Fig. 1: signal wires by layer
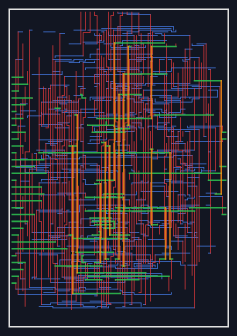
Fig. 2: clock distribution
The bar under the picture is 10 um long.
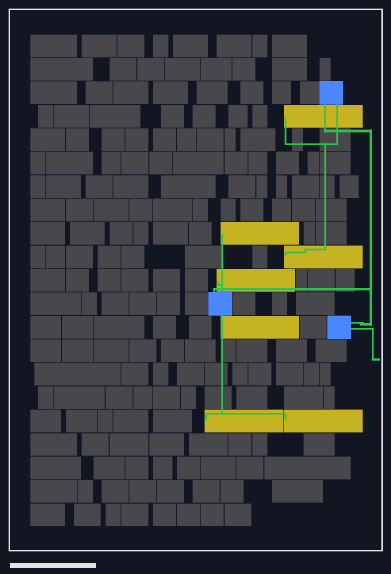
Fig. 3: nets reached from selected ports
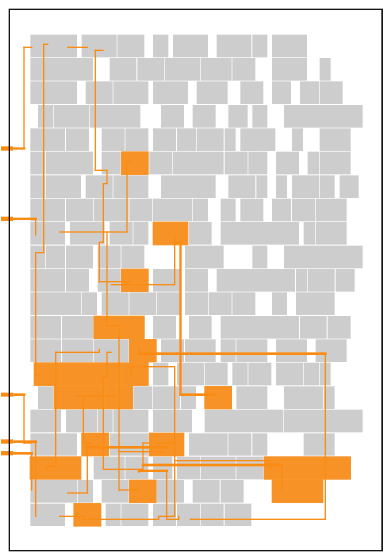
Fig. 4: logic cells by family
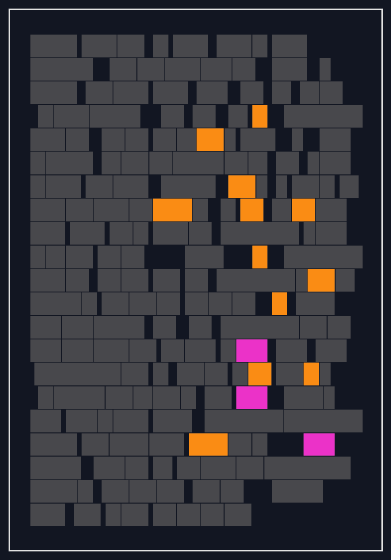
==> src/rtl/pipeline_hazard_ctrl_pkg.sv <==
// rtl/pipeline_hazard_ctrl_pkg.sv - shared encodings for the pipeline hazard controller
package pipeline_hazard_ctrl_pkg;

  typedef logic [1:0] fwd_sel_t;
  typedef logic [4:0] reg_idx_t;

  localparam fwd_sel_t FWD_RF  = 2'b00;
  localparam fwd_sel_t FWD_EX  = 2'b01;
  localparam fwd_sel_t FWD_MEM = 2'b10;
  localparam fwd_sel_t FWD_WB  = 2'b11;

  localparam logic [1:0] ST_RUN      = 2'd0;
  localparam logic [1:0] ST_MEM_WAIT = 2'd1;
  localparam logic [1:0] ST_TIMEOUT  = 2'd2;

endpackage

==> src/rtl/pipeline_hazard_ctrl_if.sv <==
// rtl/pipeline_hazard_ctrl_if.sv - pipeline status in, hazard/forwarding controls out
interface pipeline_hazard_ctrl_if;
  import pipeline_hazard_ctrl_pkg::*;

  reg_idx_t Rs_ID;
  reg_idx_t Rt_ID;
  logic     uses_Rs_ID;
  logic     uses_Rt_ID;
  reg_idx_t Rd_EX;
  logic     RegWr_EX;
  logic     MemRd_EX;
  reg_idx_t Rd_MEM;
  logic     RegWr_MEM;
  logic     MemRd_MEM;
  logic     MemWr_MEM;
  reg_idx_t Rd_WB;
  logic     RegWr_WB;
  logic     take_branch_ID;
  logic     mem_ready;
  fwd_sel_t ForwardA;
  fwd_sel_t ForwardB;
  logic     disable_PC;
  logic     disable_IR;
  logic     kill;
  logic     stall;
  logic     freeze;
  logic     mem_err;

  // Controller side
  modport master (
    input  Rs_ID, Rt_ID, uses_Rs_ID, uses_Rt_ID, Rd_EX, RegWr_EX, MemRd_EX,
           Rd_MEM, RegWr_MEM, MemRd_MEM, MemWr_MEM, Rd_WB, RegWr_WB,
           take_branch_ID, mem_ready,
    output ForwardA, ForwardB, disable_PC, disable_IR, kill, stall, freeze, mem_err
  );

  // Pipeline datapath side
  modport slave (
    output Rs_ID, Rt_ID, uses_Rs_ID, uses_Rt_ID, Rd_EX, RegWr_EX, MemRd_EX,
           Rd_MEM, RegWr_MEM, MemRd_MEM, MemWr_MEM, Rd_WB, RegWr_WB,
           take_branch_ID, mem_ready,
    input  ForwardA, ForwardB, disable_PC, disable_IR, kill, stall, freeze, mem_err
  );

endinterface

==> src/rtl/pipeline_hazard_ctrl_fwd_sel.sv <==
// rtl/pipeline_hazard_ctrl_fwd_sel.sv - per-operand forwarding priority mux (EX > MEM > WB)
module pipeline_hazard_ctrl_fwd_sel
  import pipeline_hazard_ctrl_pkg::*;
(
  input  reg_idx_t src,
  input  reg_idx_t rd_ex,
  input  logic     regwr_ex,
  input  logic     memrd_ex,
  input  reg_idx_t rd_mem,
  input  logic     regwr_mem,
  input  reg_idx_t rd_wb,
  input  logic     regwr_wb,
  output fwd_sel_t sel
);

  // A load in EX has no data yet; the load-use stall covers it instead.
  always_comb begin
    sel = FWD_RF;
    if (src != 5'd0) begin
      if (regwr_ex && !memrd_ex && rd_ex == src)
        sel = FWD_EX;
      else if (regwr_mem && rd_mem == src)
        sel = FWD_MEM;
      else if (regwr_wb && rd_wb == src)
        sel = FWD_WB;
    end
  end

endmodule

==> src/rtl/pipeline_hazard_ctrl.sv <==
// rtl/pipeline_hazard_ctrl.sv - stall/kill/freeze sequencing, forwarding, memory watchdog (option HAZARD_PERF_CNT_EN)
module pipeline_hazard_ctrl
  import pipeline_hazard_ctrl_pkg::*;
#(
  parameter int MEM_TIMEOUT = 16,
  parameter int CNT_W       = 5
`ifdef HAZARD_PERF_CNT_EN
  ,
  parameter int PERF_W      = 32
`endif
) (
  input  logic                      clk,
  input  logic                      reset_n,
  pipeline_hazard_ctrl_if.master    hz
`ifdef HAZARD_PERF_CNT_EN
  ,
  output logic [PERF_W-1:0]         stall_cycles,
  output logic [PERF_W-1:0]         kill_count,
  output logic [PERF_W-1:0]         freeze_cycles
`endif
);

  logic [1:0]       state;
  logic [CNT_W-1:0] wait_cnt;
  logic             mem_busy;
  logic             lu;

  assign mem_busy = (hz.MemRd_MEM | hz.MemWr_MEM) & ~hz.mem_ready;

  assign lu = hz.MemRd_EX & hz.RegWr_EX & (hz.Rd_EX != 5'd0) &
              ((hz.uses_Rs_ID & (hz.Rs_ID == hz.Rd_EX)) |
               (hz.uses_Rt_ID & (hz.Rt_ID == hz.Rd_EX)));

  assign hz.freeze     = (state == ST_TIMEOUT) | mem_busy;
  assign hz.disable_PC = hz.freeze | lu;
  assign hz.disable_IR = hz.freeze | lu;
  assign hz.stall      = lu & ~hz.freeze;
  assign hz.kill       = hz.take_branch_ID & ~lu & ~hz.freeze;
  assign hz.mem_err    = (state == ST_TIMEOUT);

  always_ff @(posedge clk or negedge reset_n) begin
    if (!reset_n) begin
      state    <= ST_RUN;
      wait_cnt <= '0;
    end else begin
      case (state)
        ST_RUN: begin
          if (mem_busy) begin
            state    <= ST_MEM_WAIT;
            wait_cnt <= {{(CNT_W-1){1'b0}}, 1'b1};
          end
        end
        ST_MEM_WAIT: begin
          if (hz.mem_ready) begin
            state    <= ST_RUN;
            wait_cnt <= '0;
          end else if (wait_cnt == CNT_W'(MEM_TIMEOUT)) begin
            state    <= ST_TIMEOUT;
          end else begin
            wait_cnt <= wait_cnt + 1'b1;
          end
        end
        ST_TIMEOUT: state <= ST_TIMEOUT;
        default: begin
          state    <= ST_RUN;
          wait_cnt <= '0;
        end
      endcase
    end
  end

  pipeline_hazard_ctrl_fwd_sel u_fwd_a (
    .src(hz.Rs_ID), .rd_ex(hz.Rd_EX), .regwr_ex(hz.RegWr_EX), .memrd_ex(hz.MemRd_EX),
    .rd_mem(hz.Rd_MEM), .regwr_mem(hz.RegWr_MEM), .rd_wb(hz.Rd_WB), .regwr_wb(hz.RegWr_WB),
    .sel(hz.ForwardA)
  );

  pipeline_hazard_ctrl_fwd_sel u_fwd_b (
    .src(hz.Rt_ID), .rd_ex(hz.Rd_EX), .regwr_ex(hz.RegWr_EX), .memrd_ex(hz.MemRd_EX),
    .rd_mem(hz.Rd_MEM), .regwr_mem(hz.RegWr_MEM), .rd_wb(hz.Rd_WB), .regwr_wb(hz.RegWr_WB),
    .sel(hz.ForwardB)
  );

`ifdef HAZARD_PERF_CNT_EN
  // Saturating event counters, one increment per qualifying cycle
  always_ff @(posedge clk or negedge reset_n) begin
    if (!reset_n) begin
      stall_cycles  <= '0;
      kill_count    <= '0;
      freeze_cycles <= '0;
    end else begin
      if (hz.stall && stall_cycles != {PERF_W{1'b1}})
        stall_cycles <= stall_cycles + 1'b1;
      if (hz.kill && kill_count != {PERF_W{1'b1}})
        kill_count <= kill_count + 1'b1;
      if (hz.freeze && freeze_cycles != {PERF_W{1'b1}})
        freeze_cycles <= freeze_cycles + 1'b1;
    end
  end
`endif

endmodule

==> src/flat_wrapper.sv <==
// flat-port wrapper written by rule: the top's interface ports become plain ports
module pipeline_hazard_ctrl_flat import pipeline_hazard_ctrl_pkg::*;
#(
  parameter int MEM_TIMEOUT = 16,
  parameter int CNT_W       = 5

)
  (clk, reset_n, hz_Rs_ID, hz_Rt_ID, hz_uses_Rs_ID, hz_uses_Rt_ID, hz_Rd_EX, hz_RegWr_EX, hz_MemRd_EX, hz_Rd_MEM, hz_RegWr_MEM, hz_MemRd_MEM, hz_MemWr_MEM, hz_Rd_WB, hz_RegWr_WB, hz_take_branch_ID, hz_mem_ready, hz_ForwardA, hz_ForwardB, hz_disable_PC, hz_disable_IR, hz_kill, hz_stall, hz_freeze, hz_mem_err);
  pipeline_hazard_ctrl_if hz_i ();
  input  logic clk;
  input  logic reset_n;
  input wire logic [$bits(hz_i.Rs_ID)-1:0] hz_Rs_ID;
  input wire logic [$bits(hz_i.Rt_ID)-1:0] hz_Rt_ID;
  input wire logic [$bits(hz_i.uses_Rs_ID)-1:0] hz_uses_Rs_ID;
  input wire logic [$bits(hz_i.uses_Rt_ID)-1:0] hz_uses_Rt_ID;
  input wire logic [$bits(hz_i.Rd_EX)-1:0] hz_Rd_EX;
  input wire logic [$bits(hz_i.RegWr_EX)-1:0] hz_RegWr_EX;
  input wire logic [$bits(hz_i.MemRd_EX)-1:0] hz_MemRd_EX;
  input wire logic [$bits(hz_i.Rd_MEM)-1:0] hz_Rd_MEM;
  input wire logic [$bits(hz_i.RegWr_MEM)-1:0] hz_RegWr_MEM;
  input wire logic [$bits(hz_i.MemRd_MEM)-1:0] hz_MemRd_MEM;
  input wire logic [$bits(hz_i.MemWr_MEM)-1:0] hz_MemWr_MEM;
  input wire logic [$bits(hz_i.Rd_WB)-1:0] hz_Rd_WB;
  input wire logic [$bits(hz_i.RegWr_WB)-1:0] hz_RegWr_WB;
  input wire logic [$bits(hz_i.take_branch_ID)-1:0] hz_take_branch_ID;
  input wire logic [$bits(hz_i.mem_ready)-1:0] hz_mem_ready;
  output wire logic [$bits(hz_i.ForwardA)-1:0] hz_ForwardA;
  output wire logic [$bits(hz_i.ForwardB)-1:0] hz_ForwardB;
  output wire logic [$bits(hz_i.disable_PC)-1:0] hz_disable_PC;
  output wire logic [$bits(hz_i.disable_IR)-1:0] hz_disable_IR;
  output wire logic [$bits(hz_i.kill)-1:0] hz_kill;
  output wire logic [$bits(hz_i.stall)-1:0] hz_stall;
  output wire logic [$bits(hz_i.freeze)-1:0] hz_freeze;
  output wire logic [$bits(hz_i.mem_err)-1:0] hz_mem_err;
  assign hz_i.Rs_ID = hz_Rs_ID;
  assign hz_i.Rt_ID = hz_Rt_ID;
  assign hz_i.uses_Rs_ID = hz_uses_Rs_ID;
  assign hz_i.uses_Rt_ID = hz_uses_Rt_ID;
  assign hz_i.Rd_EX = hz_Rd_EX;
  assign hz_i.RegWr_EX = hz_RegWr_EX;
  assign hz_i.MemRd_EX = hz_MemRd_EX;
  assign hz_i.Rd_MEM = hz_Rd_MEM;
  assign hz_i.RegWr_MEM = hz_RegWr_MEM;
  assign hz_i.MemRd_MEM = hz_MemRd_MEM;
  assign hz_i.MemWr_MEM = hz_MemWr_MEM;
  assign hz_i.Rd_WB = hz_Rd_WB;
  assign hz_i.RegWr_WB = hz_RegWr_WB;
  assign hz_i.take_branch_ID = hz_take_branch_ID;
  assign hz_i.mem_ready = hz_mem_ready;
  assign hz_ForwardA = hz_i.ForwardA;
  assign hz_ForwardB = hz_i.ForwardB;
  assign hz_disable_PC = hz_i.disable_PC;
  assign hz_disable_IR = hz_i.disable_IR;
  assign hz_kill = hz_i.kill;
  assign hz_stall = hz_i.stall;
  assign hz_freeze = hz_i.freeze;
  assign hz_mem_err = hz_i.mem_err;
  pipeline_hazard_ctrl #(.MEM_TIMEOUT(MEM_TIMEOUT), .CNT_W(CNT_W)) u_core (.clk(clk), .reset_n(reset_n), .hz(hz_i));
endmodule
==> config.mk <==
export PLATFORM = sky130hd
export DESIGN_NAME = pipeline_hazard_ctrl_flat
export DESIGN_NICKNAME = d
export VERILOG_FILES = /design/src/rtl/pipeline_hazard_ctrl_pkg.sv /design/src/rtl/pipeline_hazard_ctrl_if.sv /design/src/rtl/pipeline_hazard_ctrl_fwd_sel.sv /design/src/rtl/pipeline_hazard_ctrl.sv /design/src/flat_wrapper.sv
export SDC_FILE = /design/constraint.sdc
export NUM_CORES = 1
export LEC_CHECK = 0
export CAP_MARGIN = 20
export CORE_ASPECT_RATIO = 1.5
export CORE_MARGIN = 2
export CORE_UTILIZATION = 40
export DETAILED_ROUTE_END_ITERATION = 6
export GPL_ROUTABILITY_DRIVEN = 1
export PLACE_DENSITY = 0.85
export SYNTH_ARGS = -nofsm -noshare
export SYNTH_HDL_FRONTEND = slang
export SYNTH_SLANG_ARGS = --single-unit
==> constraint.sdc <==
create_clock -name clk -period 3.1 [get_ports clk]
set_input_delay 0.93 -clock clk [delete_from_list [all_inputs] [get_ports clk]]
set_output_delay 0.93 -clock clk [all_outputs]
set_load 0.02 [all_outputs]
==> flow_metrics.env <==
# implementation run metrics
export IMPL_outcome="complete, but fails checks"
export IMPL_violations="setup timing"
export IMPL_synth_distinct_cells=33
export IMPL_p_seq_frac=0.242
export IMPL_synthFlopType="dfrtp_1"
export IMPL_synth_seq_share=0.191
export IMPL_port_buffers=46
export IMPL_clock_skew_ns=0.00177
export IMPL_yosysWarnings=0
export IMPL_ys_cells=111
export IMPL_fp_utilization=0.416
export IMPL_max_slew_worst_pin_slew_ns=0.740
export IMPL_nFillCells=132
export IMPL_cellPowerDensity_nw_per_um2=228
export IMPL_syn_inst=111
export IMPL_relSlewSlack=0.500
export IMPL_clk_pin_slew_worst_paths_ns=0.06
export IMPL_rsz0062_at_grt="true"
export IMPL_grt_pass1_wl_mm=6.24
export IMPL_dpl_cell_count=198
export IMPL_ys_ff=7
export IMPL_power_frac_comb=0.542
export IMPL_edf_count=0
export IMPL_layoutNonFillerInstCount=214
export IMPL_min_period_over_period=1.07
export IMPL_hold_viol=0
export IMPL_tritoncts="done"
export IMPL_crit_slowest_cell="nor4_1"
export IMPL_hpwlAfterDp_mm=2.58
export IMPL_postSynth_asyncResetShare=1.00
export IMPL_worstSkewPairLatency_ns=0.27
export IMPL_h_tree_depth=1
export IMPL_crit_type="input pin to primary output"
export IMPL_die_width_um=43.1
export IMPL_clock_path_buffers=2
export IMPL_cts_root_buffer="clkbuf_4"
export IMPL_tns_ns=-0.940
export IMPL_end_kind="primary output"
export IMPL_warnings=29
export IMPL_nNetsFinal=231
export IMPL_io_pins=47
export IMPL_worstPathArrival_ns=2.40
export IMPL_ys_sh_aoi=0.104
export IMPL_area_delta_synth_final_pct=102
export IMPL_via_count=1301
export IMPL_synth_comb_largest_family="simple AND/OR/NAND/NOR gates"
export IMPL_syn_area_per_cell_sq_um=8.26
export IMPL_drv_cap=0
export IMPL_setup_violations=8
export IMPL_cp_cell_sequence="clkdlybuf4s15_1 -> xor2_1 -> nor4_1 -> nand3_1 -> buf_4 -> a21o_1 -> buf_6"
export IMPL_drt_iter0_drc=41
export IMPL_fin_area_sq_um=1850
export IMPL_grt_antenna_before_repair=0
export IMPL_rows=21
export IMPL_wl_per_cell_um=21.3
export IMPL_grt_max_degree=10
export IMPL_avgViaCountPerCell=6.08
export IMPL_worstHoldPathType="flop to flop"
export IMPL_critical_path_startpoint="hz_Rd_MEM[2]"
export IMPL_startpoint_type="input pin"
export IMPL_track_usage=0.301
export IMPL_first_global_vias=1387
export IMPL_required_ns=2.17
export IMPL_crit_fanout=2
export IMPL_finalCriticalPeriod_ns=3.33
export IMPL_syn_area_sq_um=917
export IMPL_pre_cts_slack_ns=-1.04
export IMPL_hp_start="u_core.state[1]$_DFFE_PN0P_"
export IMPL_p_sw_frac=0.374
export IMPL_fin_hold_ws_ns=0.532
export IMPL_yosys_area_share_adder=0.0273
export IMPL_yosys_area_sq_um=917
export IMPL_r2r_start="u_core.wait_cnt[0]$_DFFE_PN0P_"
export IMPL_top_area_frac=0.191
export IMPL_n_antenna_cell=0
export IMPL_cpLargestDelayFamily="simple AND/OR/NAND/NOR gates"
export IMPL_first_pass_iters=4
export IMPL_gr_total_overflow=0
export IMPL_worst_slack_ns=-0.229
export IMPL_clkPwrFrac=0.216
export IMPL_yosys_area_share_simple=0.334
export IMPL_cts_buffers=3
export IMPL_drive_gt1_frac=0.482
export IMPL_wirelength_mm=4.55
export IMPL_peakVddDrop_uv=156
export IMPL_intPower_mw=0.264
export IMPL_die_area_sq_um=2700
export IMPL_placed_area_sq_um=1560
export IMPL_drv_slew=0
export IMPL_ys_sh_mux=0.0327
export IMPL_syn_num_nets=150
export IMPL_largest_area_cell="dfrtp_1"
export IMPL_die_h_um=62.6
export IMPL_max_stage_delay_ns=0.39
export IMPL_xor_share=0.286
export IMPL_drc_errors=0
export IMPL_final_core_util=0.837
export IMPL_crit_buf_inv=3
export IMPL_core_region_area_sq_um=2210
export IMPL_fmaxAchievable_mhz=300
export IMPL_p_sw_mw=0.158
export IMPL_numClockSinks=7
export IMPL_p_total_mw=0.422
export IMPL_final_antenna_net_count=0
export IMPL_power_leakage_nw=0.854
export IMPL_synthTopCellsByArea="dfrtp_1 19%, xor2_1 17%, xnor2_1 11%, nand3_1 4.9%, nor4_1 4.1%"
export IMPL_place_gp_congestion=0.837
Notes on Fig. 1 above:
[red] M2 | wire length: 2420 um
[blue] M1 | wire length: 1430 um
[orange] M4 | wire length: 313 um
[green] M3 | wire length: 385 um

Notes on Fig. 2 above:
[yellow] flip-flops | count: 7
[green] clock wires | length: 128 um
[blue] clock-net drivers | count: 3
routed clock nets: 4

Notes on Fig. 3 above:
[orange] `hz_Rs_ID` | bits: 5 | direction: input | end cells: 17 | buffers: 10 | wire: 420 um

Notes on Fig. 4 above:
[magenta] mux cells | cells: 3
[orange] aoi and oai cells | cells: 12

-- path summary, 6_finish.rpt --
| path | slack, ns | end | cells after the start |
|---|---|---|---|
| worst min register to register | 0.53 | u_core.state[0]$_DFFE_PN0P_ | 1 |
| max in group asynchronous | 1.93 | u_core.state[1]$_DFFE_PN0P_ | 1 |
| min in group asynchronous | 0.92 | u_core.wait_cnt[1]$_DFFE_PN0P_ | 1 |
| worst max register to register | 1.18 | u_core.wait_cnt[0]$_DFFE_PN0P_ | 6 |
| worst max-delay path | -0.23 | hz_ForwardB[0] | 7 |
| worst min-delay path | 0.53 | u_core.state[0]$_DFFE_PN0P_ | 1 |
-- worst reg2reg max path: stages (launching register included) --
cell and delay, ns:
dfrtp_1 0.39, inv_1 0.11, ha_1 0.16, nor4bb_1 0.60, and3_1 0.35, o21ai_0 0.12, o31ai_1 0.10
-- layout make-up --
cell class	instances	area, sq um	share of cell area
well taps	23	28.8	0.0156
flip-flops and latches	7	175	0.0948
clock inverters	1	5.00	0.00271
repair buffers	77	698	0.378
clock buffers	3	22.5	0.0122
multi-input cells	99	903	0.489
inverters	4	15.0	0.00812
-- placed cells by master (no fill, tap or decap), drive strengths merged --
master          n
nor4bb          1
nor4            6
xor2           18
nand3b          3
nand4b          1
clkbuf          7
and4            1
clkdlybuf4s15   5
or2             2
a21boi          1
o21ai           3
nor2            9
buf            55
inv             4
a21o            2
nor3            2
dlygate4sd2     5
or3b            1
clkdlybuf4s50   8
nand2b          3
o41ai           1
a2111oi         1
clkinv          1
nand2           1
and4b           2
nand4           2
a211oi          2
a21oi           2
ha              2
or4             5
nor4b           1
nand3           9
and3            1
xnor2          12
mux2i           3
o31ai           2
dfrtp           7
-- power groups by stage --
| stage | Clock [mW] | Combinational [mW] | Sequential [mW] |
|---|---|---|---|
| floorplan | 0 | 0.0724 | 0.102 |
| global placement | 0 | 0.172 | 0.103 |
| detailed placement | 0 | 0.179 | 0.104 |
| CTS | 0.0923 | 0.197 | 0.102 |
| global route | 0.0953 | 0.241 | 0.103 |
| finish | 0.0913 | 0.228 | 0.102 |
-- state kept, by name (all words and copies together) (netlist names) --
name	count
u_core.state	2
u_core.wait_cnt	5
-- timing repair --
item / CTS / global route
setup buffers: 10 / 3
pin swaps: 33 / 16
setup endpoints to repair: 9 / 9
endpoints found under the hold margin: 0 / 0
gates resized: 175 / 24
hold buffers: 0 / 0
-- logic make-up after synthesis --
logic type	Yosys count
adders and majority gates	2
AOI/OAI and AO/OA	14
muxes	3
and+or+nand+nor	50
DFF	7
buffers and inverters	5
xor gates and xnor gates	30
-- per-layer routing --
| layer | GRT usage | routed length [um] | vias to the layer above |
|---|---|---|---|
| met1 | 0.301 | 1430 | 593 |
| li1 | - | - | 570 |
| met4 | 0.216 | 312 | 0 |
| met5 | 0 | 0 | - |
| met2 | 0.528 | 2420 | 107 |
| met3 | 0.0549 | 385 | 31 |
-- cells in the mapped netlist (3+ instances only) --
library cell and instances:
or4_1 4, xor2_1 18, nor4_1 6, inv_1 4, nand3b_1 3, xnor2_1 12, nand2b_1 3, dfrtp_1 7
nor2_1 9, nand3_1 9, mux2i_1 3, o21ai_0 3
Power is estimated from default activity; no workload was simulated.
